### The metal 1 layer, run 1

Supply wires on this layer in gray.
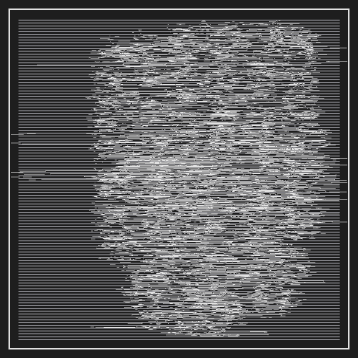
### The metal 2 layer, run 1

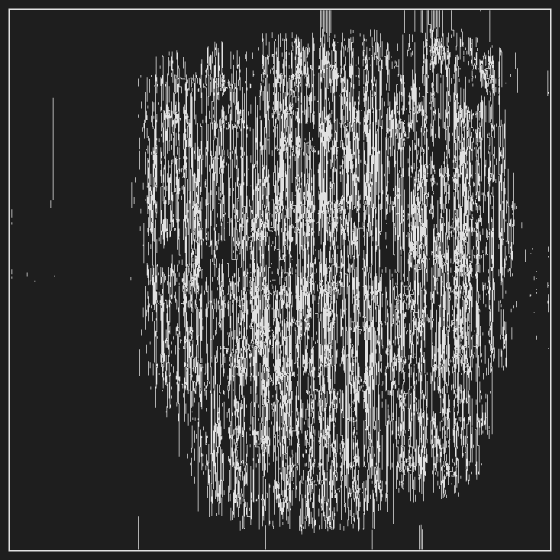
### Metal 3, run 1

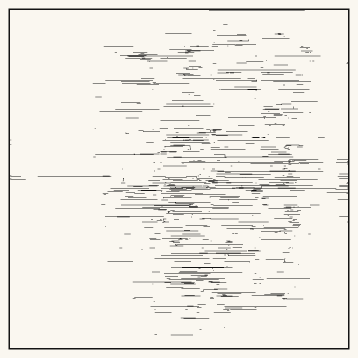
**src/rtl/tpu_run_controller.sv**
```systemverilog
// Run controller for the tekito processing unit: owns the program memory,
// arbitrates it between core fetch and host load/debug, and sequences the core.
module tpu_run_controller #(
  parameter int ADDR_W = 6,
  parameter int DATA_W = 8,
  parameter int CNT_W  = 8
) (
  input  logic              CLOCK,
  input  logic              RESET,
  input  logic              HOST_VALID,
  output logic              HOST_READY,
  input  logic [1:0]        HOST_CMD,
  input  logic [ADDR_W-1:0] HOST_ADDR,
  input  logic [DATA_W-1:0] HOST_WDATA,
  output logic [DATA_W-1:0] HOST_RDATA,
  output logic              HOST_RVALID,
  output logic              HOST_ERR,
  input  logic              BP_EN,
  input  logic [ADDR_W-1:0] BP_ADDR,
  input  logic [ADDR_W-1:0] CPU_ADDR,
  output logic [DATA_W-1:0] CPU_DATA,
  output logic              CPU_RESET,
  output logic              CPU_CE,
  output logic [1:0]        STATE,
  output logic              BP_HIT
);

  localparam logic [1:0] CMD_WRITE = 2'b00;
  localparam logic [1:0] CMD_READ  = 2'b01;
  localparam logic [1:0] CMD_RUN   = 2'b10;
  localparam logic [1:0] CMD_HALT  = 2'b11;
  localparam int         DEPTH     = 2 ** ADDR_W;

  typedef enum logic [1:0] {
    S_HALT    = 2'd0,
    S_RESTART = 2'd1,
    S_RUN     = 2'd2
  } state_t;

  state_t            state, state_next;
  logic [DATA_W-1:0] mem [DEPTH];
  logic [CNT_W-1:0]  budget;
  logic              free_run;
  logic              first_run;
  logic              accept;
  logic              bp_now;
  logic              ce;
  logic              last_step;
  logic              do_write;
  logic              do_read;
  logic              start_run;
  logic              reject;

  always_comb begin
    HOST_READY = RESET && (state != S_RESTART);
    accept     = HOST_VALID && HOST_READY;
    // The first RUN cycle ignores the breakpoint so a resume from the breakpoint address advances.
    bp_now     = (state == S_RUN) && BP_EN && (CPU_ADDR == BP_ADDR) && !first_run;
    ce         = (state == S_RUN) && !bp_now;
    last_step  = ce && !free_run && (budget == CNT_W'(1));
    do_write   = accept && (state == S_HALT) && (HOST_CMD == CMD_WRITE);
    do_read    = accept && (state == S_HALT) && (HOST_CMD == CMD_READ);
    start_run  = accept && (state == S_HALT) && (HOST_CMD == CMD_RUN);
    reject     = accept && (state == S_RUN) && (HOST_CMD != CMD_HALT);
    state_next = state;
    case (state)
      S_HALT: begin
        if (start_run) begin
          state_next = HOST_ADDR[0] ? S_RESTART : S_RUN;
        end
      end
      S_RESTART: state_next = S_RUN;
      S_RUN: begin
        if (bp_now || last_step || (accept && (HOST_CMD == CMD_HALT))) begin
          state_next = S_HALT;
        end
      end
      default: state_next = S_HALT;
    endcase
  end

  assign CPU_RESET = RESET && (state != S_RESTART);
  assign CPU_CE    = ce;
  assign STATE     = state;
  assign CPU_DATA  = mem[CPU_ADDR];

  always_ff @(posedge CLOCK or negedge RESET) begin
    if (!RESET) begin
      state <= S_HALT;
    end else begin
      state <= state_next;
    end
  end

  always_ff @(posedge CLOCK or negedge RESET) begin
    if (!RESET) begin
      for (int i = 0; i < DEPTH; i++) begin
        mem[i] <= '0;
      end
    end else if (do_write) begin
      mem[HOST_ADDR] <= HOST_WDATA;
    end
  end

  always_ff @(posedge CLOCK or negedge RESET) begin
    if (!RESET) begin
      HOST_RDATA  <= '0;
      HOST_RVALID <= 1'b0;
      HOST_ERR    <= 1'b0;
      BP_HIT      <= 1'b0;
      budget      <= '0;
      free_run    <= 1'b0;
      first_run   <= 1'b0;
    end else begin
      HOST_RVALID <= do_read;
      HOST_ERR    <= reject;
      first_run   <= (state != S_RUN) && (state_next == S_RUN);
      if (do_read) begin
        HOST_RDATA <= mem[HOST_ADDR];
      end
      if (start_run) begin
        budget   <= CNT_W'(HOST_WDATA);
        free_run <= (HOST_WDATA == '0);
        BP_HIT   <= 1'b0;
      end else begin
        if (bp_now) begin
          BP_HIT <= 1'b1;
        end
        // Saturating countdown: a spent budget never wraps back to a large value.
        if (ce && !free_run && (budget != '0)) begin
          budget <= budget - CNT_W'(1);
        end
      end
    end
  end

endmodule

```
**config.mk**
```make
export PLATFORM = sky130hd
export DESIGN_NAME = tpu_run_controller
export DESIGN_NICKNAME = d
export VERILOG_FILES = /design/src/rtl/tpu_run_controller.sv
export SDC_FILE = /design/constraint.sdc
export NUM_CORES = 1
export LEC_CHECK = 0
export CORE_MARGIN = 8
export CORE_UTILIZATION = 30
export CTS_CLUSTER_DIAMETER = 40
export CTS_CLUSTER_SIZE = 30
export DETAILED_ROUTE_END_ITERATION = 8
export PLACE_DENSITY = 0.51
export SETUP_SLACK_MARGIN = 0.15
export SYNTH_ARGS = -nofsm -noshare
export SYNTH_HDL_FRONTEND = slang
export SYNTH_SLANG_ARGS = --single-unit
```
**constraint.sdc**
```tcl
create_clock -name CLOCK -period 2.9 [get_ports CLOCK]
set_input_delay 0.58 -clock CLOCK [delete_from_list [all_inputs] [get_ports CLOCK]]
set_output_delay 0.58 -clock CLOCK [all_outputs]
set_load 0.005 [all_outputs]
```
==> run notes, run 1 <==
yosys + openroad results -> CP Cell Sequence mux4_2 > mux4_2 > mux2_4 > nand2_4 > o31ai_4 > buf_2, Net Count, Synth roughly 2.1k, max FFs per register between 500 and 600, wire length on met3 between 8 and 9 mm, Logic pwr share a little under an eighth, H-Tree Depth 3, die y size approximately 330 um, Final WS setup -0.407 ns, max-slew violation count 0, DR pass1 iterations 5, Tcrit/Tclk final 114%, worst clock skew between 0.02 and 0.03 ns, YS warnings 0, worst setup path class reg -> out, HPWL Detailed 80.4 mm, failing checks hold timing, setup timing, share of layout cells above drive strength 1 52.7%, die width ~330 um, first-pass GRT wire length 165 mm, area grow syn2layout 33.8%, GRT Max-Usage Layer met2, Post-DP Area around 35,000 sq um, Largest regs mem (512), HOST_RDATA (8), budget (8), Power Dens Cells between 500 and 600 nW/um^2, max incr delay on CP between 0.5 and 0.6 ns, status complete, but fails checks, Final Hold Fails 6, prevailing post-synth register cell dfrtp_1, Cell Type Count 60, Max Cap Violations 0, Worst R2R Path Depth 6, Buf+Inv Stages, Crit Path 1, Setup TNS -2.79 ns, Top cell area share a little under half, Post-synth EDFFs 0, cell taking the most area after synthesis dfrtp_1, Peak VDD IR 0.450 mV, Vias per Instance between 5 and 6, Max clock buf depth 3, final core occ about two fifths, Hold/Removal Path Class in -> async, clk latency late pin about 0.66 ns, Critical Path Start mem[54], Remaining Overflow, GRT 0, RR Startpoint mem[277], CP Launch Type flip-flop, Slowest-stage cell, CP mux4_2, clk slew on worst S/H paths approximately 0.05 ns, sequential-to-total area share from yosys stat between 40 and 50%, Worst R2R End HOST_RDATA[5], Post-synth ARST share 100%, P_int approximately 0.016 W, Biggest register mem, Final Setup Violations 8, tool warnings 38, most frequent cell on the critical path mux4_2, nets around 2.6k, floorplan utilization 30.2%, Psw a little under 0.006 W, Slew @ Worst Pin 1.08 ns, Overall Power around 0.022 W, required time worst endpoint approximately 2.3 ns, synthesized area per cell approximately 14 sq um, remaining antenna violation count after routing 0, met2 WL 50.6 mm, clk sinks between 500 and 600, chip area in the Yosys report 28,700 sq um, Core Area between 90,000 and 100,000 sq um, input/output buffers roughly 55, critical path arrival 2.73 ns, Critical Path End CPU_DATA[6], P_seq ~0.008 W, # Cells Yosys between 2k and 2.5k, DRC viols 0, final worst path period need 3.31 ns, CTS tree built, slew margin rel. 27.7%, GRT Overall Usage between 20% and 30%, row cnt ~110, Num CTS Buffers around 93, FMAX 0.302 GHz, io pins 56, WL/cell approximately 29 um, count leader, synth dfrtp_1, root buffer cell clkbuf_16, Power Clock approximately 0.011 W, GP Congestion ~0.93, Net Sw Frac a little over a quarter, top sig layer met4, Hold WS -0.00993 ns, Static Leakage 18.2 nW, Worst setup EP type output pin
Back to the opening pictures, 'The metal 1 layer':
nets with wire on the layer = 2,412
wire length on this layer = 47.9 mm
main direction = horizontal
longest straight run = 89.2 um
share of all routed wire = 43%
total number of vias: 21.8k
met1 usage: 28.4%
total routed wirelength: 112 mm

Back to the opening pictures, 'The metal 2 layer':
longest straight run = 113 um
share of all routed wire = 45%
main direction = vertical
nets with wire on the layer = 2,326
wire length on this layer = 50.6 mm
GR met2 Demand/Resource: 32.2%

Back to the opening pictures, 'Metal 3':
main direction = horizontal
share of all routed wire = 7.4%
nets with wire on the layer = 344
M3 GR Usage: 3.72%

-- run 1: layout make-up --
type,count,area (sq um)
fill,8812,56600
antenna,1,2.50
clock inverter,58,744
multi-input combinational,1348,14700
tap,1265,1580
sequential,535,13400
inverter,8,30.0
clock buffer,111,2490
timing repair buffer,530,5450
-- run 1: repair_timing --
item | 4_1_cts | 5_1_grt
gates cloned | 3 | 0
buffers inserted | 17 | 6
pin swaps | 13 | 9
endpoints found under the hold margin | 0 | 0
hold buffers | 0 | 0
resized | 76 | 12
endpoints found under the setup margin | 9 | 9
-- run 1: logic make-up after synthesis --
group | Yosys count | share of synthesized area [%]
AOI/OAI and AO/OA | 262 | 6.73
xor gates and xnor gates | 7 | 0.213
adders and majority gates | 2 | 0.0871
buffers and inverters | 189 | 2.83
DFF | 535 | 46.6
muxes | 821 | 39.2
and+or+nand+nor | 256 | 4.33
-- run 1: placed cells by master (no fill, tap or decap), types with 16 or more instances in the layout --
cell,synthesis,layout
a21oi_1,16,16
a221oi_1,50,50
a22oi_1,58,55
buf_12,0,101
buf_2,52,17
buf_4,10,364
clkbuf_16,0,93
clkdlybuf4s50_1,0,30
clkinv_2,0,18
dfrtp_1,535,535
mux2_1,105,105
mux2_2,464,459
mux2i_1,66,66
mux4_2,186,186
nand2_1,112,105
nand3_1,25,21
nor2_1,44,42
o21ai_0,33,33
o22ai_1,33,29
-- run 1: how the worst min path moves through the flow --
stage              from  slack (ns)  cells past startpoint   endpoint
5_1_grt           RESET        0.03                      2  budget[2]
4_1_cts           RESET       0.004                      2  budget[2]
3_3_place_gp   mem[427]        0.49                      1   mem[427]
2_1_floorplan     RESET        0.28                      0     BP_HIT
6_report          RESET       -0.01                      2  budget[2]
3_5_place_dp     BP_HIT        0.50                      2     BP_HIT
## Run 2: what changed since run 1
- CORE_ASPECT_RATIO: unset -> 1.75
### Metal 3, run 2

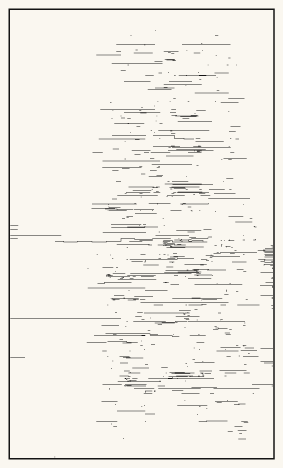
longest straight run = 105 um
nets with wire on the layer = 310
wire length on this layer = 5,790 um
share of all routed wire = 4.8%
main direction = horizontal
total number of vias: 21.4k
M3 GR Usage: 2.97%
total routed wirelength: 120 mm

==> run 2 against run 1 <==
  * The run ends with setup timing left
  * Worst hold slack improved by 0.019 ns
  * Combinational power barely moved
  * Global-route usage rose by 1.5 points
  * Final area fell by 3.7%
  * Clock power fell by 33%
  * Wire length rose by 7.0%
  * Synthesized area did not move
  * Clock-buffer cell count fell by 51
  * First-iteration DRC count fell by 23%
  * Highest routed layer is now met5
==> run notes, run 2 <==
yosys + openroad results -> RR Startpoint mem[105] (was mem[277]), row cnt 150 (was 113), Vias per Instance 5.68 (was 5.66), clk latency late pin 0.63 ns (was 0.66 ns), GRT Max-Usage Layer met2 (unchanged), share of layout cells above drive strength 1 51.8% (was 52.7%), Worst R2R End HOST_RDATA[1] (was HOST_RDATA[5]), Peak VDD IR 0.496 mV (was 0.450 mV), Tcrit/Tclk final 115% (was 114%), max-slew violation count 0 (unchanged), Static Leakage 17.6 nW (was 18.2 nW), count leader, synth dfrtp_1 (unchanged), most frequent cell on the critical path mux4_2 (unchanged), final core occ 38.9% (was 40.4%), floorplan utilization 30.2% (about the same), prevailing post-synth register cell dfrtp_1 (unchanged), Final Setup Violations 8 (unchanged), GRT Overall Usage 22.3% (was 20.9%), WL/cell 31.8 um (was 29.1 um), DR pass1 iterations 5 (unchanged), Hold/Removal Path Class in -> async (unchanged), first-pass GRT wire length 173 mm (was 165 mm), chip area in the Yosys report 28,700 sq um (unchanged), die y size 425 um (was 325 um), Worst setup EP type output pin (unchanged), final worst path period need 3.35 ns (was 3.31 ns), CP Launch Type flip-flop (unchanged), FMAX 0.299 GHz (was 0.302 GHz), io pins 56 (unchanged), die width 250 um (was 325 um), status complete, but fails checks (unchanged), YS warnings 0 (unchanged), Num CTS Buffers 53 (was 93), Slowest-stage cell, CP mux4_2 (unchanged), DRC viols 0 (unchanged), sequential-to-total area share from yosys stat 46.6% (unchanged), Post-synth ARST share 100% (unchanged), Biggest register mem (unchanged), tool warnings 41 (was 38), Largest regs mem (512), HOST_RDATA (8), budget (8) (unchanged), Final Hold Fails 0 (was 6), top sig layer met5 (was met4), Core Area 95,200 sq um (was 95,000 sq um), Net Count, Synth 2,106 (unchanged), input/output buffers 55 (unchanged), XOR Share, Synth 0.213% (unchanged), clk slew on worst S/H paths 0.07 ns (was 0.05 ns), met1 usage 23.9% (was 28.4%), yosys adder share 0.0871% (unchanged), Buf+Inv Stages, Crit Path 1 (unchanged), wire length on met3 5.79 mm (was 8.30 mm), Hold-fix buffers, CTS 0 (unchanged), fillcell total 8,984 (was 8,812), CTS tree built (unchanged), Max clock buf depth 3 (unchanged), Power Dens Cells 497 nW/um^2 (was 577 nW/um^2), Simple-Gate Area Share 4.33% (unchanged), CP Cell Sequence mux4_2 > mux4_2 > mux2_4 > nand2_4 > o31ai_4 > buf_2 (unchanged), area grow syn2layout 28.9% (was 33.8%), slew margin rel. 30.8% (was 27.7%), critical path arrival 2.77 ns (was 2.73 ns), nets 2,547 (was 2,550), Worst R2R Path Depth 9 (was 6), root buffer cell clkbuf_16 (unchanged), Slew @ Worst Pin 1.01 ns (was 1.08 ns), Top logic family multiplexers (unchanged), max FFs per register 512 (unchanged), GR met2 Demand/Resource 39.4% (was 32.2%), #FFs+latches synth 535 (unchanged), mux frac, synth 39.2% (unchanged), yosys aoi share 6.73% (unchanged), met2 WL 60.7 mm (was 50.6 mm), Commonest Layout Cell dfrtp_1 (unchanged), required time worst endpoint 2.32 ns (about the same), clk sinks 535 (unchanged), # Cells Yosys 2,072 (unchanged), Setup TNS -3.00 ns (was -2.79 ns), Remaining Overflow, GRT 0 (unchanged), Final WS setup -0.448 ns (was -0.407 ns), most common logic cells in the final layout dfrtp_1 (534), mux2_2 (459), buf_4 (420) (was dfrtp_1 (535), mux2_2 (459), buf_4 (364)), synthesized area per cell 13.9 sq um (unchanged), Overall Power 0.0184 W (was 0.0222 W), GP Congestion 0.985 (was 0.928), Cell Type Count 60 (unchanged), Max Cap Violations 0 (unchanged), max incr delay on CP 0.61 ns (was 0.55 ns), remaining antenna violation count after routing 0 (unchanged), cell taking the most area after synthesis dfrtp_1 (unchanged), Top cell area share 46.6% (unchanged), Hold WS 0.00956 ns (was -0.00993 ns), worst clock skew 0.0260 ns (was 0.0272 ns), failing checks setup timing (was hold timing, setup timing)
[run 2: cell counts after synthesis]
Identical to the previous run, type by type.
[run 2: how the worst max path moves through the flow]
stage / cells past startpoint / slack, ns / start / endpoint
finish: 6 / -0.45 / mem[158] / CPU_DATA[6]
global route: 6 / -0.46 / mem[158] / CPU_DATA[6]
CTS: 6 / -0.45 / mem[131] / CPU_DATA[3]
detailed placement: 8 / -0.86 / CPU_ADDR[0] / CPU_DATA[2]
global placement: 8 / -0.86 / CPU_ADDR[0] / CPU_DATA[2]
floorplan: 7 / 0.16 / CPU_ADDR[0] / CPU_DATA[1]
[run 2: area by class of cell]
class | instances | area (sq um) | area share [%]
Clock buffer | 60 | 1410 | 3.80
Sequential cell | 535 | 13400 | 36.2
Clock inverter | 40 | 477 | 1.29
Antenna cell | 2 | 5.00 | 0.0135
Inverter | 8 | 30.0 | 0.0811
Tap cell | 1216 | 1520 | 4.11
Timing Repair Buffer | 567 | 5530 | 14.9
Multi-Input combinational cell | 1348 | 14700 | 39.6
[run 2: what timing repair did]
item	4_1_cts	5_1_grt
setup endpoints to repair	9	9
gates cloned	1	1
gates resized	61	7
setup buffers	26	1
pin swaps	7	1
[run 2: where the power goes]
part | switching [W] | internal (W)
clock | 0.00346 | 0.00414
sequential | 0.000332 | 0.00778
combinational | 0.00143 | 0.00126
[run 2: logic make-up after synthesis]
family	count (synthesis)
buffers and inverters	189
adder cells (fa/ha/maj)	2
multiplexers	821
AND-OR/OR-AND	262
XOR/XNOR	7
flip-flops	535
AND/OR/NAND/NOR	256
[run 2: worst register-to-register path: cells and delay by family (launching register included)]
family          cells  cell delay (ns)
flops               1             0.48
buf+inv             3             0.58
simple gates        1             0.08
compound gates      4             1.13
mux                 1             0.27
Power figures rest on the tool's default switching activity, not on a simulated workload.
